Run 1, selected gate families:
The bar under the picture is 20 um long.
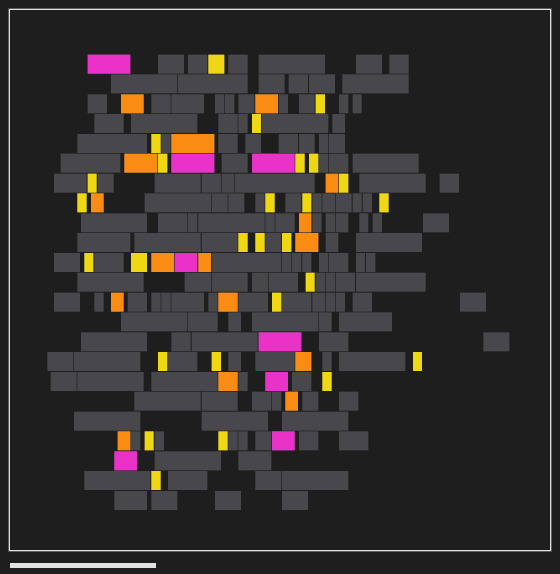
Run 1, clock nets:
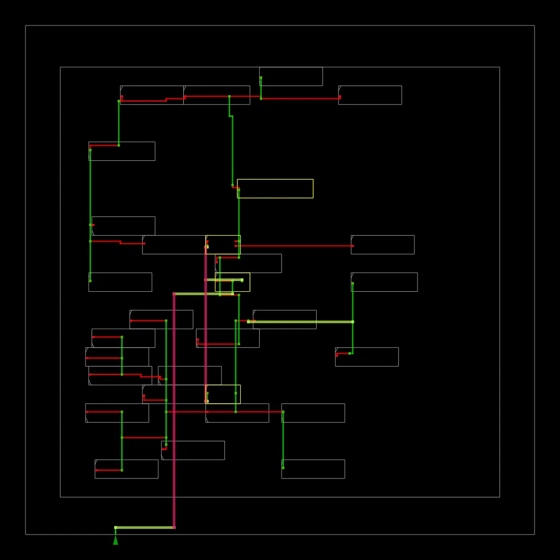
Run 1, PDN straps and rails:
Pins as bars on the die edge. Tap cells in gray.
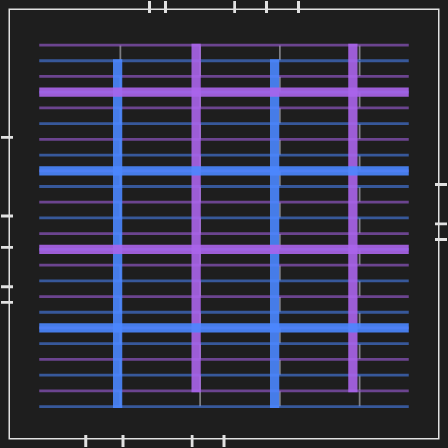
File: src/rtl/quad_pkg.sv
// Shared types, constants and the Gray-phase step decoder for quad_decoder.
package quad_pkg;

    typedef logic [1:0] phase_t;               // {x, y}
    typedef enum logic {INIT, TRACK} fsm_t;

    localparam int MODE_X1     = 1;
    localparam int MODE_X2     = 2;
    localparam int MODE_X4     = 4;
    localparam int INIT_CYCLES = 3;

    // Classify a phase change: {legal, fwd}. Legal means exactly one bit flipped.
    // Forward order is 00 -> 10 -> 11 -> 01 -> 00.
    function automatic logic [1:0] decode_step(phase_t prv, phase_t nxt);
        phase_t fwd_next;
        phase_t diff;
        logic   legal;
        case (prv)
            2'b00:   fwd_next = 2'b10;
            2'b10:   fwd_next = 2'b11;
            2'b11:   fwd_next = 2'b01;
            default: fwd_next = 2'b00;
        endcase
        diff  = prv ^ nxt;
        legal = (diff == 2'b01) || (diff == 2'b10);
        return {legal, nxt == fwd_next};
    endfunction

endpackage

File: src/rtl/quad_debounce.sv
// One encoder channel: 2-flop synchroniser followed by a stability filter.
module quad_debounce #(
    parameter int DB_CYCLES = 4
) (
    input  logic clk,
    input  logic rst_n,
    input  logic din,
    input  logic bypass,   // load filt straight from the synchroniser
    output logic synced,
    output logic filt
);

    localparam int CW = (DB_CYCLES > 1) ? $clog2(DB_CYCLES) : 1;
    localparam logic [CW-1:0] CNT_MAX = CW'(DB_CYCLES - 1);

    logic          meta;
    logic [CW-1:0] cnt;

    // Two-stage synchroniser for the asynchronous pin.
    always_ff @(posedge clk or negedge rst_n) begin
        if (!rst_n) begin
            meta   <= 1'b0;
            synced <= 1'b0;
        end else begin
            meta   <= din;
            synced <= meta;
        end
    end

    // Accept a new level only after DB_CYCLES consecutive differing samples.
    always_ff @(posedge clk or negedge rst_n) begin
        if (!rst_n) begin
            filt <= 1'b0;
            cnt  <= '0;
        end else if (bypass) begin
            filt <= synced;
            cnt  <= '0;
        end else if (synced != filt) begin
            if (cnt == CNT_MAX) begin
                filt <= synced;
                cnt  <= '0;
            end else begin
                cnt <= cnt + 1'b1;
            end
        end else begin
            cnt <= '0;
        end
    end

endmodule

File: src/rtl/quad_decoder.sv
// Registered quadrature decoder: debounced X/Y, Gray-phase tracking FSM,
// step/dir pulse, wrapping or saturating position, sticky error flag.
module quad_decoder
    import quad_pkg::*;
#(
    parameter int CNT_W       = 8,
    parameter int DB_CYCLES   = 4,
    parameter int DECODE_MODE = 4,
    parameter bit WRAP        = 1'b1
) (
    input  logic             clk,
    input  logic             rst_n,
    input  logic             enc_x,
    input  logic             enc_y,
    input  logic             clear,
    input  logic             err_clr,
    output logic [CNT_W-1:0] pos,
    output logic             step,
    output logic             dir,
    output logic             err
);

    fsm_t       state, state_nx;
    logic [1:0] init_cnt, init_nx;
    phase_t     synced, filt, phase;
    logic       bypass;
    logic       chg, legal, fwd, qual;
    logic [CNT_W-1:0] pos_nx;

    assign bypass = (state == INIT);

    quad_debounce #(.DB_CYCLES(DB_CYCLES)) u_db_x (
        .clk(clk), .rst_n(rst_n), .din(enc_x), .bypass(bypass),
        .synced(synced[1]), .filt(filt[1])
    );

    quad_debounce #(.DB_CYCLES(DB_CYCLES)) u_db_y (
        .clk(clk), .rst_n(rst_n), .din(enc_y), .bypass(bypass),
        .synced(synced[0]), .filt(filt[0])
    );

    // FSM state register and INIT duration counter.
    always_ff @(posedge clk or negedge rst_n) begin
        if (!rst_n) begin
            state    <= INIT;
            init_cnt <= '0;
        end else begin
            state    <= state_nx;
            init_cnt <= init_nx;
        end
    end

    // Next state: stay in INIT for INIT_CYCLES edges, then track forever.
    always_comb begin
        state_nx = state;
        init_nx  = init_cnt;
        case (state)
            INIT: begin
                if (init_cnt == 2'(INIT_CYCLES - 1)) state_nx = TRACK;
                else                                 init_nx  = init_cnt + 1'b1;
            end
            default: ;
        endcase
    end

    // Change detection, legality/direction and mode qualification.
    always_comb begin
        chg          = (state == TRACK) && (filt != phase);
        {legal, fwd} = decode_step(phase, filt);
        case (DECODE_MODE)
            MODE_X1: qual = legal && (((phase == 2'b00) && (filt == 2'b10)) ||
                                      ((phase == 2'b10) && (filt == 2'b00)));
            MODE_X2: qual = legal && (phase[1] != filt[1]);
            default: qual = legal;
        endcase
        if (fwd) pos_nx = (!WRAP && (pos == {CNT_W{1'b1}})) ? pos : pos + 1'b1;
        else     pos_nx = (!WRAP && (pos == '0))            ? pos : pos - 1'b1;
    end

    // Phase tracking and registered outputs. During INIT the phase loads the
    // same synchronised value the filter loads, so both agree on entry to TRACK
    // even when the pins sit away from 00 across reset.
    always_ff @(posedge clk or negedge rst_n) begin
        if (!rst_n) begin
            phase <= 2'b00;
            pos   <= '0;
            step  <= 1'b0;
            dir   <= 1'b0;
            err   <= 1'b0;
        end else begin
            step <= 1'b0;
            if (err_clr) err <= 1'b0;           // a new illegal change below wins
            if (state == INIT) begin
                phase <= synced;
            end else if (chg) begin
                phase <= filt;
                if (!legal) begin
                    err <= 1'b1;
                end else if (qual) begin
                    step <= 1'b1;
                    dir  <= fwd;
                    pos  <= pos_nx;
                end
            end
            if (clear) pos <= '0;               // clear wins over a count
        end
    end

endmodule
File: config.mk
export PLATFORM = sky130hd
export DESIGN_NAME = quad_decoder
export DESIGN_NICKNAME = d
export VERILOG_FILES = /design/src/rtl/quad_pkg.sv /design/src/rtl/quad_debounce.sv /design/src/rtl/quad_decoder.sv
export SDC_FILE = /design/constraint.sdc
export NUM_CORES = 1
export LEC_CHECK = 0
export ABC_AREA = 1
export CAP_MARGIN = 20
export CORE_MARGIN = 5
export CORE_UTILIZATION = 35
export DETAILED_ROUTE_END_ITERATION = 7
export GPL_TIMING_DRIVEN = 0
export PLACE_DENSITY = 0.67
export SYNTH_ARGS = -nofsm -noshare
export SYNTH_HDL_FRONTEND = slang
export SYNTH_SLANG_ARGS = --single-unit
File: constraint.sdc
create_clock -name clk -period 1.6 [get_ports clk]
set_input_delay 0.32 -clock clk [delete_from_list [all_inputs] [get_ports clk]]
set_output_delay 0.32 -clock clk [all_outputs]
set_load 0.01 [all_outputs]
==> changes_impl.md, run 1 <==
## Implementation

- Post-synth seq share: 45.3%
- GRT Overall Usage: 12.2%
- Hold Startpoint: u_db_x.meta$_DFF_PN0_
- Area Growth Syn to Fin: 51.0%
- Post-synth top flop: dfrtp_1
- Post-route ant nets: 0
- Worst skew pair latency: 0.27 ns
- FF+latch count, synth: 26
- Async SR Flop Fraction: 100%
- Gr ovfl total: 0
- Top cell excl fill/tap: nand2_1
- Minimum clock period: 1.74 ns
- DRC errors left: 0
- Final setup vio count: 6
- Layout cells sized above 1: 40.0%
- Vias in the first global route: 1210
- Worst-path cell chain: inv_2 -> nand2_2 -> nand2_4 -> nand2_8 -> inv_2 -> fa_2 -> inv_2 -> nand4_1 -> nand3_1 -> nand2_1 -> nand3_1 -> nand2_1
- Cell count listed in synth_stat.txt: 164
- Syn Inst Count: 164
- Dominant cell area share: 45.3%
- Finished Cell Area: 0.00217 mm^2
- Crit-path max cell delay: 0.43 ns
- Setup Buffers After CTS: 15
- Hold Buf Count CTS: 0
- Hold Violations, Final: 0
- Final WS setup: -0.141 ns
- Tool warnings: 29
- Grt met3 use: 2.03%
- First-pass GRT wire length: 5220 um
- Place WS: -0.259 ns
- Post-Syn Nets: 181
- Height of the die: 74.1 um
- Worst relative slew slack: 60.0%
- FF-to-FF path depth: 12
- GRT busiest layer: met2
- Clock-pin slew on the worst setup and hold paths: 0.10 ns
- Detailed-route via count: 1216
- Met3 wire len: 118 um
- CTS resizes: 14
- Outcome: complete, but fails checks
- Vias/cell: 4.68
- Hold Slack: 0.357 ns
- WHS Endpoint: u_db_x.synced$_DFF_PN0_
- Critical path's slowest cell: dfrtp_1
- Top cells by area: dfrtp_1 (45%), nand2_1 (13%), ha_1 (8.7%), inv_1 (6.3%), nand3_1 (3.8%)
- R2R Setup Slk: -0.14 ns
- Placer's final routability congestion estimate: 0.819
- Clock buffer depth: 2
- I/O pin cnt: 17
- Num rows: 23
- Yosys Chip Area: 0.00144 mm^2
- Slew of the pin with the lowest slew margin: 0.598 ns
- Synth area leader: dfrtp_1
- Setup_tns: -0.662 ns
- Critical Path Sink Type: flop
- Final WL: 3260 um
- Hold crit path type: flop to flop
- Crit path capture: pos[6]$_DFFE_PN0P_
- Fmax: 0.574 GHz
- Slew Viols, Final: 0
- CTS tree: done
- Wire length on met2: 1640 um
- Req. time, crit path: 1.78 ns
- Post-synth EDFFs: 0
- Syn_area_per_cell: 8.76 um^2
- Top cells excl fill/tap: nand2_1 (37), dfrtp_1 (22), buf_4 (21)
- Hold depth: 0
- Inst Count DP: 231
- TritonRoute pass-1 iters: 5
- Yosys cell types: 25
- Core footprint: 0.00400 mm^2
- Crit Path Class: flop to flop
- Fin Clk Skew: 0.00254 ns
- Critical path's most frequent cell: inv_2
- Max cap viols: 0
- Initial antenna violation count: 0
- RSZ-0062 raised after global routing: true
- M1 WL: 1420 um
- Crit path depth: 12
- Yosys top cell by instances: nand2_1
- Reg2reg end: pos[6]$_DFFE_PN0P_
- Buf/Inv on CP: 3
- Initial drt markers: 68
- CP delay by family, top: simple AND/OR/NAND/NOR gates
- DP Area: 0.00175 mm^2
- Crit path from: u_db_x.filt$_DFFE_PN0P_
- Post-synthesis instance area: 0.00144 mm^2
- Met2 usage: 19.9%
- Top layer in use: met4
- Init Core Util: 35.9%
- Worst EP arrival: 1.92 ns
- Largest net degree at the start of global routing: 16
- Startpoint type of the worst setup path: flop
- Failing checks: negative setup slack
- Crit path max fanout: 8
- Cycle use final: 109%
- Ant diodes: 0
- Post-layout util: 54.2%
- Root buffer cell: clkbuf_8
- RR Startpoint: u_db_x.filt$_DFFE_PN0P_
- Most common library cells after synthesis: nand2_1 (49), dfrtp_1 (26), inv_1 (24)
Notes on 'selected gate families' above:
[inv cells] yellow | cells: 27 | most used: inv_1
[xor and xnor cells] magenta | cells: 8
[aoi and oai cells] orange | cells: 16 | most used: o21ai_0
fin cells: 260
logic share of the area: 41.1%

Notes on 'clock nets' above:
Clock Sink Count: 26
clock buffer count: 3
CTS buffer count: 3
Seq Cell Count: 26

Notes on 'PDN straps and rails' above:
[VSS] blue
[VDD] purple
met1 rails: 24
met4 straps: 4
tap cells: 50
met5 straps: 4
signal pins: 17

==> run 1: cell type report <==
cell class / instances / area [um^2]
clock buffers: 3 / 41.3
clock inverters: 1 / 30.0
fillers: 331 / 1830
inverters: 27 / 106
multi-input cells: 111 / 891
flip-flops and latches: 26 / 656
well taps: 50 / 62.6
repair buffers: 42 / 383
==> run 1: cell families (layout without fill, tap and decap cells) <==
family                     count (synthesis)  count (layout)  share of synthesized area, %
DFF                                       26              26                          45.3
adders and majority gates                 11              11                          10.1
AOI/OAI and AO/OA                         16              16                          7.32
xor gates and xnor gates                   8               8                          4.88
and+or+nand+nor                           76              76                          25.2
buffers and inverters                     27              73                          7.23
==> run 1: registers in the layout, summed over array words and instances, names as in the netlist, 2 cells and up <==
signal,count
pos,8
u_db_y.cnt,2
init_cnt,2
phase,2
u_db_x.cnt,2
## Run 2: what changed since run 1
--- a/config.mk
+++ b/config.mk
@@ -11,7 +11,9 @@
 export CORE_UTILIZATION = 35
 export DETAILED_ROUTE_END_ITERATION = 7
 export GPL_TIMING_DRIVEN = 0
+export HOLD_SLACK_MARGIN = 0.02
 export PLACE_DENSITY = 0.67
+export SKIP_CTS_REPAIR_TIMING = 1
 export SYNTH_ARGS = -nofsm -noshare
 export SYNTH_HDL_FRONTEND = slang
 export SYNTH_SLANG_ARGS = --single-unit
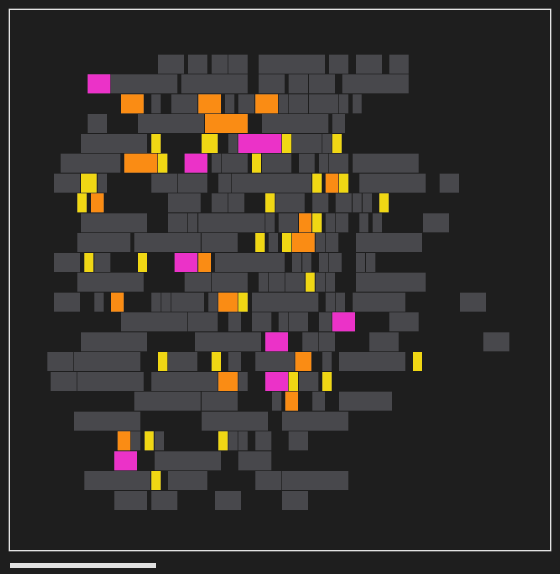
Run 2: selected gate families
The bar under the picture is 20 um long.
[inv cells] yellow | cells: 27 | most used: inv_1
[xor and xnor cells] magenta | cells: 8 | most used: xnor2_1
[aoi and oai cells] orange | cells: 16 | most used: o21ai_0

==> run 2 against run 1 <==
Compared with the run above:
- the flow still finishes with violations (negative setup slack)
- final cell count decreased by 2.7%
- utilization decreased by 2.4 points
- non-clock buffer count decreased by 7
- synthesized cell count unchanged
- first-iteration DRC count decreased by 35%
- hold slack got worse by 0.0018 ns
- register-to-register slack got worse by 0.11 ns
- critical path type unchanged
- global-route usage decreased by 0.79 points
- critical path depth increased by 1
==> changes_impl.md, run 2 <==
## Implementation

- Hold Violations, Final: 0
- Critical path's slowest cell: dfrtp_2
- Max reg flops: 8
- Critical path's most frequent cell: nand2_1
- I/O pin cnt: 17
- CTS buffer count: 3
- Init Core Util: 35.9%
- Top cells excl fill/tap: nand2_1 (38), dfrtp_1 (24), inv_1 (19)
- CTS tree: done
- Initial drt markers: 44
- Worst relative slew slack: 60.0%
- Crit path depth: 13
- Crit path capture: pos[6]$_DFFE_PN0P_
- Detailed-route via count: 1165
- GRT Overall Usage: 11.4%
- Most common library cells after synthesis: nand2_1 (49), dfrtp_1 (26), inv_1 (24)
- Synth logic family: simple AND/OR/NAND/NOR gates
- Ant diodes: 0
- Yosys top cell by instances: nand2_1
- Initial antenna violation count: 0
- RSZ-0062 raised after global routing: true
- Worst EP arrival: 2.03 ns
- Cycle use final: 116%
- Slew of the pin with the lowest slew margin: 0.599 ns
- Buf/Inv on CP: 3
- Async SR Flop Fraction: 100%
- RR Startpoint: u_db_y.filt$_DFFE_PN0P_
- Crit path from: u_db_y.filt$_DFFE_PN0P_
- Max cap viols: 0
- Outcome: complete, but fails checks
- Top cells by area: dfrtp_1 (45%), nand2_1 (13%), ha_1 (8.7%), inv_1 (6.3%), nand3_1 (3.8%)
- Final WS setup: -0.251 ns
- Post-synthesis instance area: 0.00144 mm^2
- Minimum clock period: 1.85 ns
- Clock buffer depth: 2
- Syn_area_per_cell: 8.76 um^2
- Final setup vio count: 6
- Syn Inst Count: 164
- Post-Syn Nets: 181
- Vias in the first global route: 1108
- Gr ovfl total: 0
- Worst-path cell chain: inv_2 -> nand2_1 -> nand2_2 -> nand2_8 -> buf_12 -> ha_4 -> nand2_2 -> inv_2 -> nand4_1 -> nand3_1 -> nand2_1 -> nand3_1 -> nand2_1
- Inst Count DP: 231
- Hold depth: 0
- R2R Setup Slk: -0.25 ns
- Num rows: 23
- Post-synth seq share: 45.3%
- Core footprint: 0.00400 mm^2
- Post-synth top flop: dfrtp_1
- Reg2reg end: pos[6]$_DFFE_PN0P_
- Fmax: 0.540 GHz
- Dominant cell area share: 45.3%
- Mux area share: 0%
- TritonRoute pass-1 iters: 4
- Crit-path max cell delay: 0.44 ns
- Yosys Chip Area: 0.00144 mm^2
- CP delay by family, top: simple AND/OR/NAND/NOR gates
- Setup_tns: -1.10 ns
- Height of the die: 74.1 um
- Cell count listed in synth_stat.txt: 164
- Failing checks: negative setup slack
- Fin cells: 253
- Hold Slack: 0.356 ns
- Biggest register: pos
- Startpoint type of the worst setup path: flop
- Final WL: 3120 um
- Req. time, crit path: 1.78 ns
- Hold Startpoint: u_db_x.meta$_DFF_PN0_
- Post-synth EDFFs: 0
- WHS Endpoint: u_db_x.synced$_DFF_PN0_
- Adder-cell area share of the yosys netlist: 10.1%
- Finished Cell Area: 0.00207 mm^2
- Post-Synth XOR/XNOR Area: 4.88%
- Placer's final routability congestion estimate: 0.819
- FF-to-FF path depth: 13
- Yosys cell types: 25
- Crit path max fanout: 4
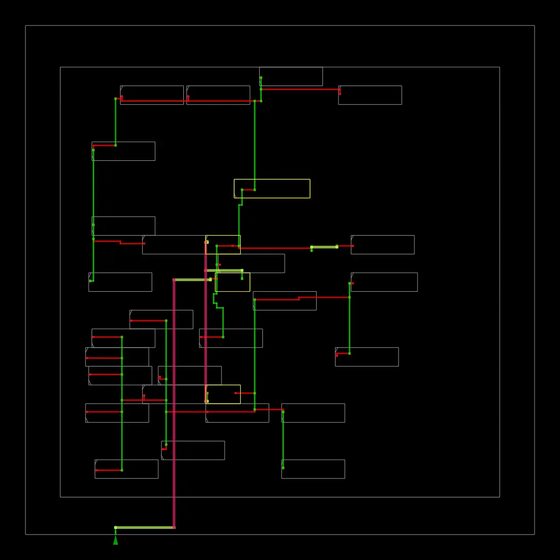
Run 2: clock nets
Fin Clk Skew: 0.00460 ns
worst skew pair latency: 0.27 ns

run 2: cell types whose count changed in the layout (fill, tap and decap cells not counted), moves of 2 or more:
cell / delta
dlymetal6s2s_1: -2
buf_4: -6
xnor2_1: +2
dfrtp_1: +2
dfrtp_2: -2
clkdlybuf4s50_1: +2
xnor2_2: -2
buf_6: -2
run 2: area by class of cell:
type	count	area, um^2	area share, %
repair buffers	35	330	15.9
well taps	50	62.6	3.02
clock inverters	1	30.0	1.45
flip-flops and latches	26	653	31.5
multi-input cells	111	851	41.0
clock buffers	3	41.3	1.99
inverters	27	106	5.13
run 2: routing by layer:
layer	global-route usage, %	vias up	wire, um
met5	0	-	0
met4	5.43	0	75
met3	1.76	7	84
met2	18.6	20	1510
met1	14.9	541	1450
li1	-	597	-
